**config.mk**
```make
export PLATFORM = sky130hd
export DESIGN_NAME = stream_tap_mux
export DESIGN_NICKNAME = d
export VERILOG_FILES = /design/src/rtl/stream_tap_mux.sv
export SDC_FILE = /design/constraint.sdc
export NUM_CORES = 1
export LEC_CHECK = 0
export CORE_AREA = 2 2 286 288
export DETAILED_ROUTE_END_ITERATION = 7
export DIE_AREA = 0 0 288 290
export GPL_ROUTABILITY_DRIVEN = 0
export REMOVE_ABC_BUFFERS = 1
export SETUP_SLACK_MARGIN = 0.15
export SLEW_MARGIN = 20
export SYNTH_ARGS = -nofsm -noshare
export SYNTH_HDL_FRONTEND = slang
export SYNTH_SLANG_ARGS = --single-unit
export TNS_END_PERCENT = 5
```
**constraint.sdc**
```tcl
create_clock -name aclk -period 8.1 [get_ports aclk]
set_input_delay 1.62 -clock aclk [delete_from_list [all_inputs] [get_ports aclk]]
set_output_delay 1.62 -clock aclk [all_outputs]
set_load 0.005 [all_outputs]
```
**src/rtl/stream_tap_mux.sv**
```systemverilog
// Frame-aligned AXI-Stream debug tap: routes one of NUM_CH stage streams to the video output
// through a 2-entry skid buffer. Define STREAM_TAP_FRAME_CNT_EN to enable the frame counter.
module stream_tap_mux #(
    parameter int unsigned        NUM_CH     = 6,
    parameter int unsigned        SAMPLES    = 4,
    parameter int unsigned        DATA_WIDTH = 8,
    parameter int unsigned        SEL_WIDTH  = 4,
    parameter logic [NUM_CH-1:0]  GRAY_MASK  = 6'b111110
) (
    input  logic                                   aclk,
    input  logic                                   aresetn,
    input  logic [NUM_CH*3*SAMPLES*DATA_WIDTH-1:0] s_axis_tdata,
    input  logic [NUM_CH-1:0]                      s_axis_tvalid,
    input  logic [NUM_CH-1:0]                      s_axis_tuser,
    input  logic [NUM_CH-1:0]                      s_axis_tlast,
    output logic [NUM_CH-1:0]                      s_axis_tready,
    output logic [3*SAMPLES*DATA_WIDTH-1:0]        m_axis_tdata,
    output logic                                   m_axis_tvalid,
    output logic                                   m_axis_tuser,
    output logic                                   m_axis_tlast,
    input  logic                                   m_axis_tready,
    input  logic [SEL_WIDTH-1:0]                   sel,
    output logic [SEL_WIDTH-1:0]                   active_ch,
    output logic [15:0]                            frame_count
);

    localparam int unsigned BeatW = 3 * SAMPLES * DATA_WIDTH;
    localparam int unsigned GrayW = SAMPLES * DATA_WIDTH;

    typedef enum logic [1:0] {
        StIdle,
        StRun,
        StPending
    } state_e;

    state_e               state_q, state_d;
    logic [SEL_WIDTH-1:0] active_q, active_d;
    logic [SEL_WIDTH-1:0] req_ch;
    logic                 req_in_range;

    logic [NUM_CH-1:0]    req_oh, act_oh, src_oh;
    logic                 req_valid, req_user;
    logic                 act_valid;
    logic                 push, use_req, pop, full;

    logic [BeatW-1:0]     ch_data [NUM_CH];
    logic [BeatW-1:0]     in_data;
    logic                 in_user, in_last;

    logic [BeatW-1:0]     buf_data_q [2];
    logic [1:0]           buf_user_q, buf_last_q;
    logic [1:0]           count_q;

    // Per-channel output formatting: gray channels fan each sample out to R, G and B.
    for (genvar c = 0; c < NUM_CH; c++) begin : g_ch
        logic [BeatW-1:0] fmt_data;
        if (GRAY_MASK[c]) begin : g_gray
            logic unused_hi;
            assign unused_hi = ^s_axis_tdata[c*BeatW+GrayW +: BeatW-GrayW];
            for (genvar k = 0; k < SAMPLES; k++) begin : g_smp
                assign fmt_data[3*k*DATA_WIDTH +: 3*DATA_WIDTH] =
                    {3{s_axis_tdata[c*BeatW + k*DATA_WIDTH +: DATA_WIDTH]}};
            end
        end else begin : g_rgb
            assign fmt_data = s_axis_tdata[c*BeatW +: BeatW];
        end
        assign ch_data[c] = fmt_data;
    end

    assign req_in_range = 32'(sel) < NUM_CH;
    assign req_ch       = req_in_range ? sel : '0;
    assign full         = (count_q == 2'd2);
    assign pop          = (count_q != 2'd0) && m_axis_tready;

    always_comb begin
        req_oh = '0;
        act_oh = '0;
        for (int i = 0; i < NUM_CH; i++) begin
            req_oh[i] = (req_ch == SEL_WIDTH'(i));
            act_oh[i] = (active_q == SEL_WIDTH'(i));
        end
        req_valid = |(s_axis_tvalid & req_oh);
        req_user  = |(s_axis_tuser & req_oh);
        act_valid = |(s_axis_tvalid & act_oh);
    end

    // FSM: state register
    always_ff @(posedge aclk or negedge aresetn) begin
        if (!aresetn) begin
            state_q  <= StIdle;
            active_q <= '0;
        end else begin
            state_q  <= state_d;
            active_q <= active_d;
        end
    end

    // FSM: next state
    always_comb begin
        state_d = state_q;
        unique case (state_q)
            StIdle: begin
                if (req_valid && req_user) state_d = StRun;
            end
            StRun: begin
                if (req_ch != active_q) state_d = StPending;
            end
            StPending: begin
                if (req_ch == active_q) begin
                    state_d = StRun;
                end else if (req_valid && req_user && !full) begin
                    state_d = StRun;
                end
            end
            default: state_d = StIdle;
        endcase
    end

    // FSM: outputs (buffer push, source select, ready)
    always_comb begin
        push          = 1'b0;
        use_req       = 1'b0;
        active_d      = active_q;
        s_axis_tready = '1;
        unique case (state_q)
            StIdle: begin
                if (req_valid && req_user) begin
                    push     = 1'b1;
                    use_req  = 1'b1;
                    active_d = req_ch;
                end
            end
            StRun: begin
                s_axis_tready = ~act_oh | {NUM_CH{~full}};
                push          = act_valid && !full;
            end
            StPending: begin
                s_axis_tready = ~act_oh | {NUM_CH{~full}};
                // A frame start on the requested channel wins; the old channel's beat is dropped.
                if (req_ch != active_q && req_valid && req_user && !full) begin
                    push     = 1'b1;
                    use_req  = 1'b1;
                    active_d = req_ch;
                end else begin
                    push = act_valid && !full;
                end
            end
            default: begin
                s_axis_tready = '1;
            end
        endcase
    end

    assign src_oh = use_req ? req_oh : act_oh;

    always_comb begin
        in_data = '0;
        for (int i = 0; i < NUM_CH; i++) begin
            if (src_oh[i]) in_data = ch_data[i];
        end
        in_user = |(s_axis_tuser & src_oh);
        in_last = |(s_axis_tlast & src_oh);
    end

    // Skid buffer: entry 0 is the registered output head.
    always_ff @(posedge aclk or negedge aresetn) begin
        if (!aresetn) begin
            buf_data_q[0] <= '0;
            buf_data_q[1] <= '0;
            buf_user_q    <= '0;
            buf_last_q    <= '0;
            count_q       <= 2'd0;
        end else if (push && pop) begin
            if (count_q == 2'd1) begin
                buf_data_q[0] <= in_data;
                buf_user_q[0] <= in_user;
                buf_last_q[0] <= in_last;
            end else begin
                buf_data_q[0] <= buf_data_q[1];
                buf_user_q[0] <= buf_user_q[1];
                buf_last_q[0] <= buf_last_q[1];
                buf_data_q[1] <= in_data;
                buf_user_q[1] <= in_user;
                buf_last_q[1] <= in_last;
            end
        end else if (push) begin
            if (count_q == 2'd0) begin
                buf_data_q[0] <= in_data;
                buf_user_q[0] <= in_user;
                buf_last_q[0] <= in_last;
            end else begin
                buf_data_q[1] <= in_data;
                buf_user_q[1] <= in_user;
                buf_last_q[1] <= in_last;
            end
            count_q <= count_q + 2'd1;
        end else if (pop) begin
            buf_data_q[0] <= buf_data_q[1];
            buf_user_q[0] <= buf_user_q[1];
            buf_last_q[0] <= buf_last_q[1];
            count_q       <= count_q - 2'd1;
        end
    end

    assign m_axis_tdata  = buf_data_q[0];
    assign m_axis_tuser  = buf_user_q[0];
    assign m_axis_tlast  = buf_last_q[0];
    assign m_axis_tvalid = (count_q != 2'd0);
    assign active_ch     = active_q;

`ifdef STREAM_TAP_FRAME_CNT_EN
    logic [15:0] frame_count_q;

    always_ff @(posedge aclk or negedge aresetn) begin
        if (!aresetn) begin
            frame_count_q <= '0;
        end else if (active_d != active_q) begin
            frame_count_q <= '0;
        end else if (pop && m_axis_tuser) begin
            frame_count_q <= frame_count_q + 16'd1;
        end
    end

    assign frame_count = frame_count_q;
`else
    assign frame_count = '0;
`endif

    property p_hold_stable;
        @(posedge aclk) disable iff (!aresetn)
            (m_axis_tvalid && !m_axis_tready) |=>
                (m_axis_tvalid && $stable(m_axis_tdata) && $stable(m_axis_tuser)
                 && $stable(m_axis_tlast));
    endproperty
    a_hold_stable: assert property (p_hold_stable);

    a_no_overflow: assert property (@(posedge aclk) disable iff (!aresetn)
        !(push && full && !pop));

endmodule

```
==> run_1/clock_nets.png <==
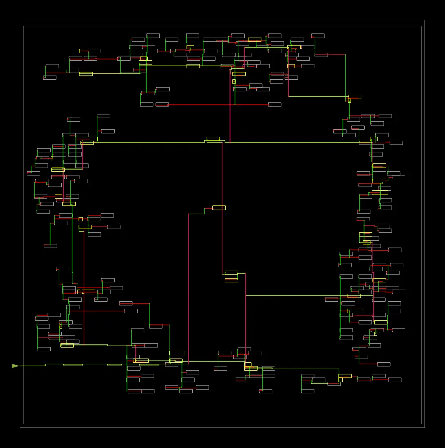
clk_buf instances: 36
Inserted Clock Buffers: 26
TritonCTS Sinks: 204
Power Clock: 0.00129 W

==> run_1/m1.png <==
Supply wires on this layer in grey.
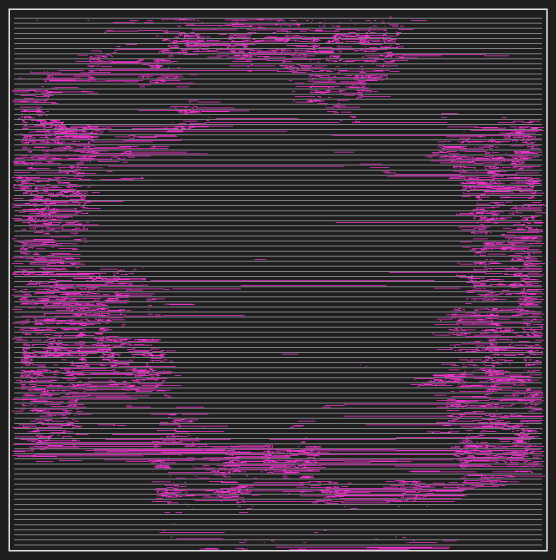
main direction = horizontal
longest straight run = 152 µm
wire length on this layer = 22.9 mm
share of all routed wire = 40%
nets with wire on the layer = 1,732

==> run_1/floorplan.png <==
Pins as bars on the die edge.
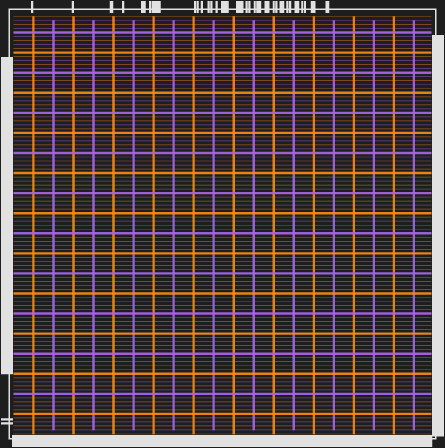
orange -> VSS
purple -> VDD
met5 straps = 20
rows = 104
signal pins = 726
met1 rails = 105
met4 straps = 20
placeable core region: 80,200 µm²
Chip Height: 290 µm
horizontal die size: 288 µm
Peak supply drop: 0.342 mV

==> run_1/ff_map.png <==
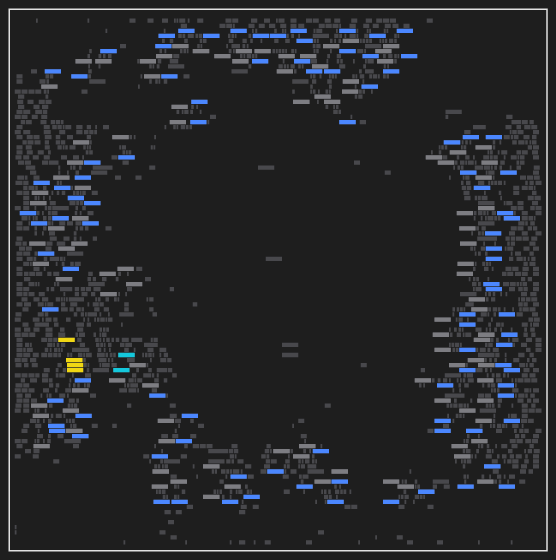
cyan -> state_q  # placed flops 2
blue -> m_axis_tdata  # placed flops 96, where spread over the die
yellow -> active_ch  # placed flops 4
not coloured = 102

==> run notes, run 1 <==
The flow completed. Detailed placement reports a standard cell area of 16,500 µm². In the synthesized netlist, the cells that appear most often are sky130_fd_sc_hd__dfrtp_1 (204), sky130_fd_sc_hd__nand2_1 (191), sky130_fd_sc_hd__a21oi_1 (158), sky130_fd_sc_hd__nor2_1 (150), sky130_fd_sc_hd__o21ai_0 (128). STA on the placed design reports a worst setup slack of 1.86 ns. According to the timing report, the critical path is launched from sel[0]. Of the total power, registers draw 25.7%. TritonCTS built the clock tree. Count of state elements after synthesis landed at 204.

Area of all placed cells without fillers landed at 17,500 µm². Summing internal, switching and leakage power gives 0.00719 W. Latest clock arrival within the worst-skew pair landed at 0.57 ns. Sequential elements use 41.6% of the synthesized area. Summed over its instances, the top area cell type makes up 41.6% of the synthesized netlist area. Total number of cells along the worst setup path landed at 11. Final layout net count landed at 2,288.

Per the detail_route log, met2 wirelength is 25,400 µm. The most frequently used library cell after synthesis is sky130_fd_sc_hd__dfrtp_1. Reported leakage power landed at 6.67 nW. After global routing the overflow that remains totals 0.

Worst reg-to-reg setup slack landed at 3.62 ns. The capture point of the worst register-to-register path is recorded as buf_data_q[18]$_DFFE_PN0P_. Post-CTS repair changed the size of 0 cells.

Hold timing on the final database bottoms out at a slack of 0.474 ns. The path class of the tightest hold or removal check is register to register. Number of buffers inserted for hold repair after clock tree synthesis landed at 0. Multi-input combinational cells in the finished layout were counted as 1,020. Looking at the setup timing report, the critical path kind is input port to register. Buffer count excluding the clock tree in the final layout landed at 415. Summed over all nets, wire length on met3 after detailed routing comes to 6830 µm. Clock network fraction of design power landed at 18.0%. Power consumed by combinational cells landed at 0.00405 W. Per the synthesis report, the dominant area consumer among library cells is sky130_fd_sc_hd__dfrtp_1. The flow ran to the end, and the final reports show no timing, DRC or antenna violations. Total length of routed wires landed at 56,500 µm. Counting I/O delays and the setup requirement, the final critical path takes 5.72 ns. Per the detail_route report, vias per standard cell equal 4.35. Max-slew violation total from the final report landed at 0. Clock distribution area overhead in the final layout landed at 5.41%. After layout, the setup clock skew is reported as 0.0158 ns. Design internal power landed at 0.00397 W. Remaining routing DRC violations landed at 0. Number of flip-flops and latches landed at 204. First-pass iteration count of the detailed router landed at 7. Filler-free cell count of the finished design landed at 2,765. Per the layout area report, the combinational gate area comes to 5920 µm².

Worst-case clock buffer depth landed at 3. Ranked by total area, the top cell class in this layout is multi-input combinational cells. Post-route antenna net violation count landed at 0.

In this run the clock root is driven by a sky130_fd_sc_hd__clkbuf_16. Summed over all routing layers, the global router reports a total usage of 13.0%. Pin placement for this block handled 726 I/O pins.

For this design, the slowest cell found on the critical path is sky130_fd_sc_hd__clkdlybuf4s50_1. Total placed cells including tap cells landed at 2,711. Per report_power, the top consumer among the power groups is combinational logic. The final timing report counts setup violations totalling 0. Share of the core filled with cells in the final layout landed at 21.8%. DRC marker count from the first detailed-route iteration landed at 641. The chip occupies 83,500 µm².

The wire-length estimate of the detail-placed layout is 40,300 µm. The registers of the reported paths see a clock transition of 0.06 ns. In this run the worst setup path terminates at buf_data_q[18]$_DFFE_PN0P_. Number of buffers inserted by port buffering landed at 389.

After detailed routing, no signal wire sits above met5. Worst reg2reg path depth landed at 9. Of all nets on the critical path, the largest fanout is 30. In the synthesized netlist the async set-or-reset flop fraction comes to 100%. The synthesized netlist was found by Yosys to have 1,440 cells.

Leaving out the clock tree, the finished layout contains an inverter count of 12. Switching power as a share of total power landed at 44.9%. For reference, the placement row count at floorplan is 104. Slew at the pin closest to its max-slew limit landed at 0.943 ns. Switching component of the power landed at 0.00323 W. The worst path uses 70.6% of the clock period. The flow reports an fmax of 0.175 GHz.

Largest stage delay on the critical path landed at 0.87 ns. Counting the warning lines in the Yosys log gives 0. Per the hold report, the tightest min-delay path originates at m_axis_tdata[55]$_DFFE_PN0P_. In this run the critical path is formed by clkdlybuf4s50_1 -> mux2_2 -> a22oi_1 -> nand4b_2 -> and3_2 -> nand2_4 -> mux2_2 -> buf_4 -> a221o_1 -> nor2_1 -> a21oi_1.

Storage element area landed at 5100 µm². Fraction of area in multi-input gates landed at 33.9%. STA lists the startpoint of the worst register-to-register path as active_ch[0]$_DFFE_PN0P_.

Per STA, the library cell used most along the worst path is sky130_fd_sc_hd__mux2_2. Combinational fraction of design power landed at 56.3%.
run 1: sequential cells by signal (all words and copies together), names as in the netlist:
register      flops
active_ch         4
count_q           2
buf_user_q        2
m_axis_tdata     96
buf_last_q        2
buf_data_q       96
state_q           2
run 1: metal layers:
layer  vias up  GRT usage, %
li1       5550             -
met1      5860          15.8
met2       538          21.1
met3        71          5.07
met4        10          3.80
met5         -             0
run 1: logic make-up after synthesis:
family	Yosys count	synth area share, %
AND-OR/OR-AND	510	26.0
AND/OR/NAND/NOR	447	16.8
buffers and inverters	231	11.2
flip-flops	204	41.6
multiplexers	37	3.39
adder cells (fa/ha/maj)	8	0.816
XOR/XNOR	2	0.143
other	1	0.0306
==> run 2, diff against run 1 <==
--- a/config.mk
+++ b/config.mk
@@ -5,9 +5,9 @@
 export SDC_FILE = /design/constraint.sdc
 export NUM_CORES = 1
 export LEC_CHECK = 0
-export CORE_AREA = 2 2 286 288
+export CORE_AREA = 2 2 280 282
 export DETAILED_ROUTE_END_ITERATION = 7
-export DIE_AREA = 0 0 288 290
+export DIE_AREA = 0 0 282 284
 export GPL_ROUTABILITY_DRIVEN = 0
 export REMOVE_ABC_BUFFERS = 1
 export SETUP_SLACK_MARGIN = 0.15
==> constraint.sdc (replaced) <==
create_clock -name aclk -period 5.7 [get_ports aclk]
set_input_delay 1.14 -clock aclk [delete_from_list [all_inputs] [get_ports aclk]]
set_output_delay 1.14 -clock aclk [all_outputs]
set_load 0.005 [all_outputs]
==> run_2/clock_nets.png <==
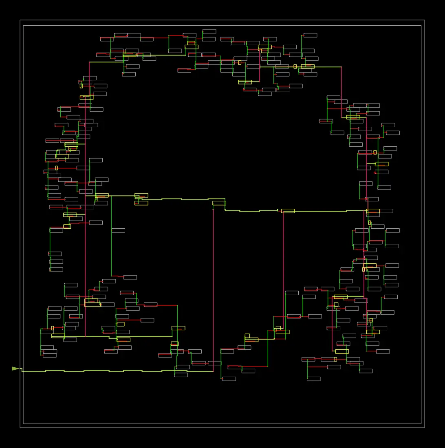
Power Clock: 0.00168 W
maximum clock skew at final layout: 0.0117 ns

==> run_2/ff_map.png <==
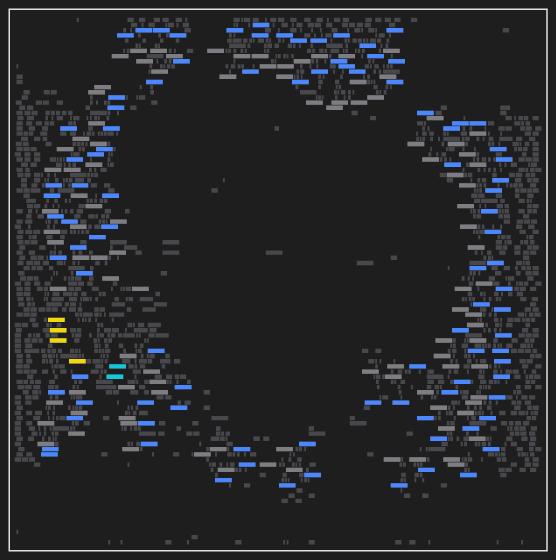
cyan -> state_q  # placed flops 2
yellow -> active_ch  # placed flops 4, where middle left
blue -> m_axis_tdata  # placed flops 96, where spread over the die
not coloured = 102
Flop area: 5100 µm²
Layout Utilization: 22.7%
flop share of the area: 29.2%
Power Sequential: 0.00262 W

==> run 2 against run 1 <==
Total power rose by 41%. Largest cell class unchanged. Sequential share of layout area barely moved. Die size down 4.1%. Highest routed layer unchanged.
==> run notes, run 2 <==
The flow completed. The capture point of the critical path was reported as m_axis_tdata[89]$_DFFE_PN0P_. Overall routing resource usage landed at 13.4%. For this run, the top clock speed supported by timing is 0.208 GHz. The flow ran to the end, and the final reports show no timing, DRC or antenna violations. For reference, full adder, half adder and majority cells occupy 0.816% of the area reported after synthesis. Post-CTS clock slew at the launch and capture registers of the worst setup and hold paths landed at 0.06 ns. Met2 track demand over resource in global routing landed at 21.7%. The critical path starts at sel[2]. Number of placed I/O pins landed at 726. In this run, placement finished with an instance count of 2,693. Top fanout value on the critical path landed at 12.

The worst hold path belongs to the class input port to async pin. The placement stage leaves a total instance area of 16,600 µm². Area used by multi-input combinational logic landed at 5920 µm². The largest total area in the synthesized netlist belongs to sky130_fd_sc_hd__dfrtp_1. For reference, simple AND, OR, NAND and NOR cells occupy 16.8% of the area reported after synthesis.

Per the OpenROAD floorplan log, the area of the core is 77,000 µm². Final worst hold slack landed at 0.457 ns. The synthesized netlist was found by Yosys to have 1,440 cells.

Total clock sinks landed at 204. Vertical die dimension landed at 284 µm. The floorplan step defined a die boundary enclosing 80,100 µm². The power report attributes to the sequential group a share of 25.8%.

Latest clock arrival within the worst-skew pair landed at 0.55 ns. Combinational fraction of design power landed at 57.7%. Max-slew violation total from the final report landed at 0. Number of buffers inserted by port buffering landed at 389. Counting instances in the post-synthesis netlist gives the leading cell types as sky130_fd_sc_hd__dfrtp_1 (204), sky130_fd_sc_hd__nand2_1 (191), sky130_fd_sc_hd__a21oi_1 (158), sky130_fd_sc_hd__nor2_1 (150), sky130_fd_sc_hd__o21ai_0 (128).

After synthesis, the largest family of logic cells by area is AND-OR/OR-AND gates. The total overflow left after global routing is 0. Per the CTS log, the buffer count on the longest clock path is 3. In this run, the clock network consumes 16.5% of the power.

Post-layout total power landed at 0.0102 W. The tree is rooted in a sky130_fd_sc_hd__clkbuf_16. The final timing report derives a shortest allowable period of 4.80 ns. Listed in order, past its start point the critical path passes clkdlybuf4s50_1 -> or2_1 -> a211o_1 -> a221oi_4 -> nand2_2 -> a21boi_2 -> nor2_1 -> ha_1 -> o31ai_4 -> nand2_1 -> nor2_1 -> a21oi_1. Counting cells, the worst reg-to-reg path comes to 12. The worst setup path is of the input port to register kind. Half-perimeter wire length of the detailed placement result landed at 40,600 µm.

Once detail routing completed, the nets flagged for antenna violations numbered 0. In the Yosys report, the sequential cells make up 41.6% of the chip area. Filler-free cell count of the finished design landed at 2,746. Final clock period utilization by the worst path landed at 84.2%. The startpoint identified for the worst register-to-register timing path is active_ch[0]$_DFFE_PN0P_. Final layout net count landed at 2,290. In this run the critical register-to-register path is captured at m_axis_tdata[89]$_DFFE_PN0P_. The power report lists the combinational group at 0.00586 W. Routed length on met2 landed at 24,900 µm. DRC marker count from the first detailed-route iteration landed at 743. For reference, the placement row count at floorplan is 102.

TritonCTS built the clock tree. The area fraction of the largest cell type after synthesis is 41.6%. Setup slack at placement landed at 0.298 ns. Design internal power landed at 0.00560 W.

The detailed router reported a total wirelength of 55,800 µm. The layer flagged by global routing as most heavily used is met2. The biggest slice of the total power is consumed by combinational logic.

In the global route stage, met3 resource usage came out at 4.58%. The script extracted a net switching power of 0.00456 W. Number of warnings issued by yosys landed at 0. The timing report shows the most common cell along the critical path to be sky130_fd_sc_hd__nor2_1. The timing report shows that the slowest cell on the worst path is sky130_fd_sc_hd__clkdlybuf4s50_1. Slew at the pin closest to its max-slew limit landed at 1.07 ns.
-- run 2: cell types whose count changed in the layout (fill, tap and decap cells not counted), moves of 2 or more --
cell                        before  now
sky130_fd_sc_hd__inv_6           0    2
sky130_fd_sc_hd__clkbuf_1        2    4
sky130_fd_sc_hd__buf_4          25   20
sky130_fd_sc_hd__buf_12          1    8
sky130_fd_sc_hd__bufinv_16       4    1
-- run 2: final cells by class --
class	instances	area share, %
Inverter	12	0.258
Timing Repair Buffer	417	24.1
Antenna cell	5	0.0717
Multi-Input combinational cell	1020	33.9
Tap cell	1040	7.46
Sequential cell	204	29.2
Clock inverter	11	0.516
Clock buffer	37	4.43
No activity file was given, so power comes from the tool's default toggle rates.
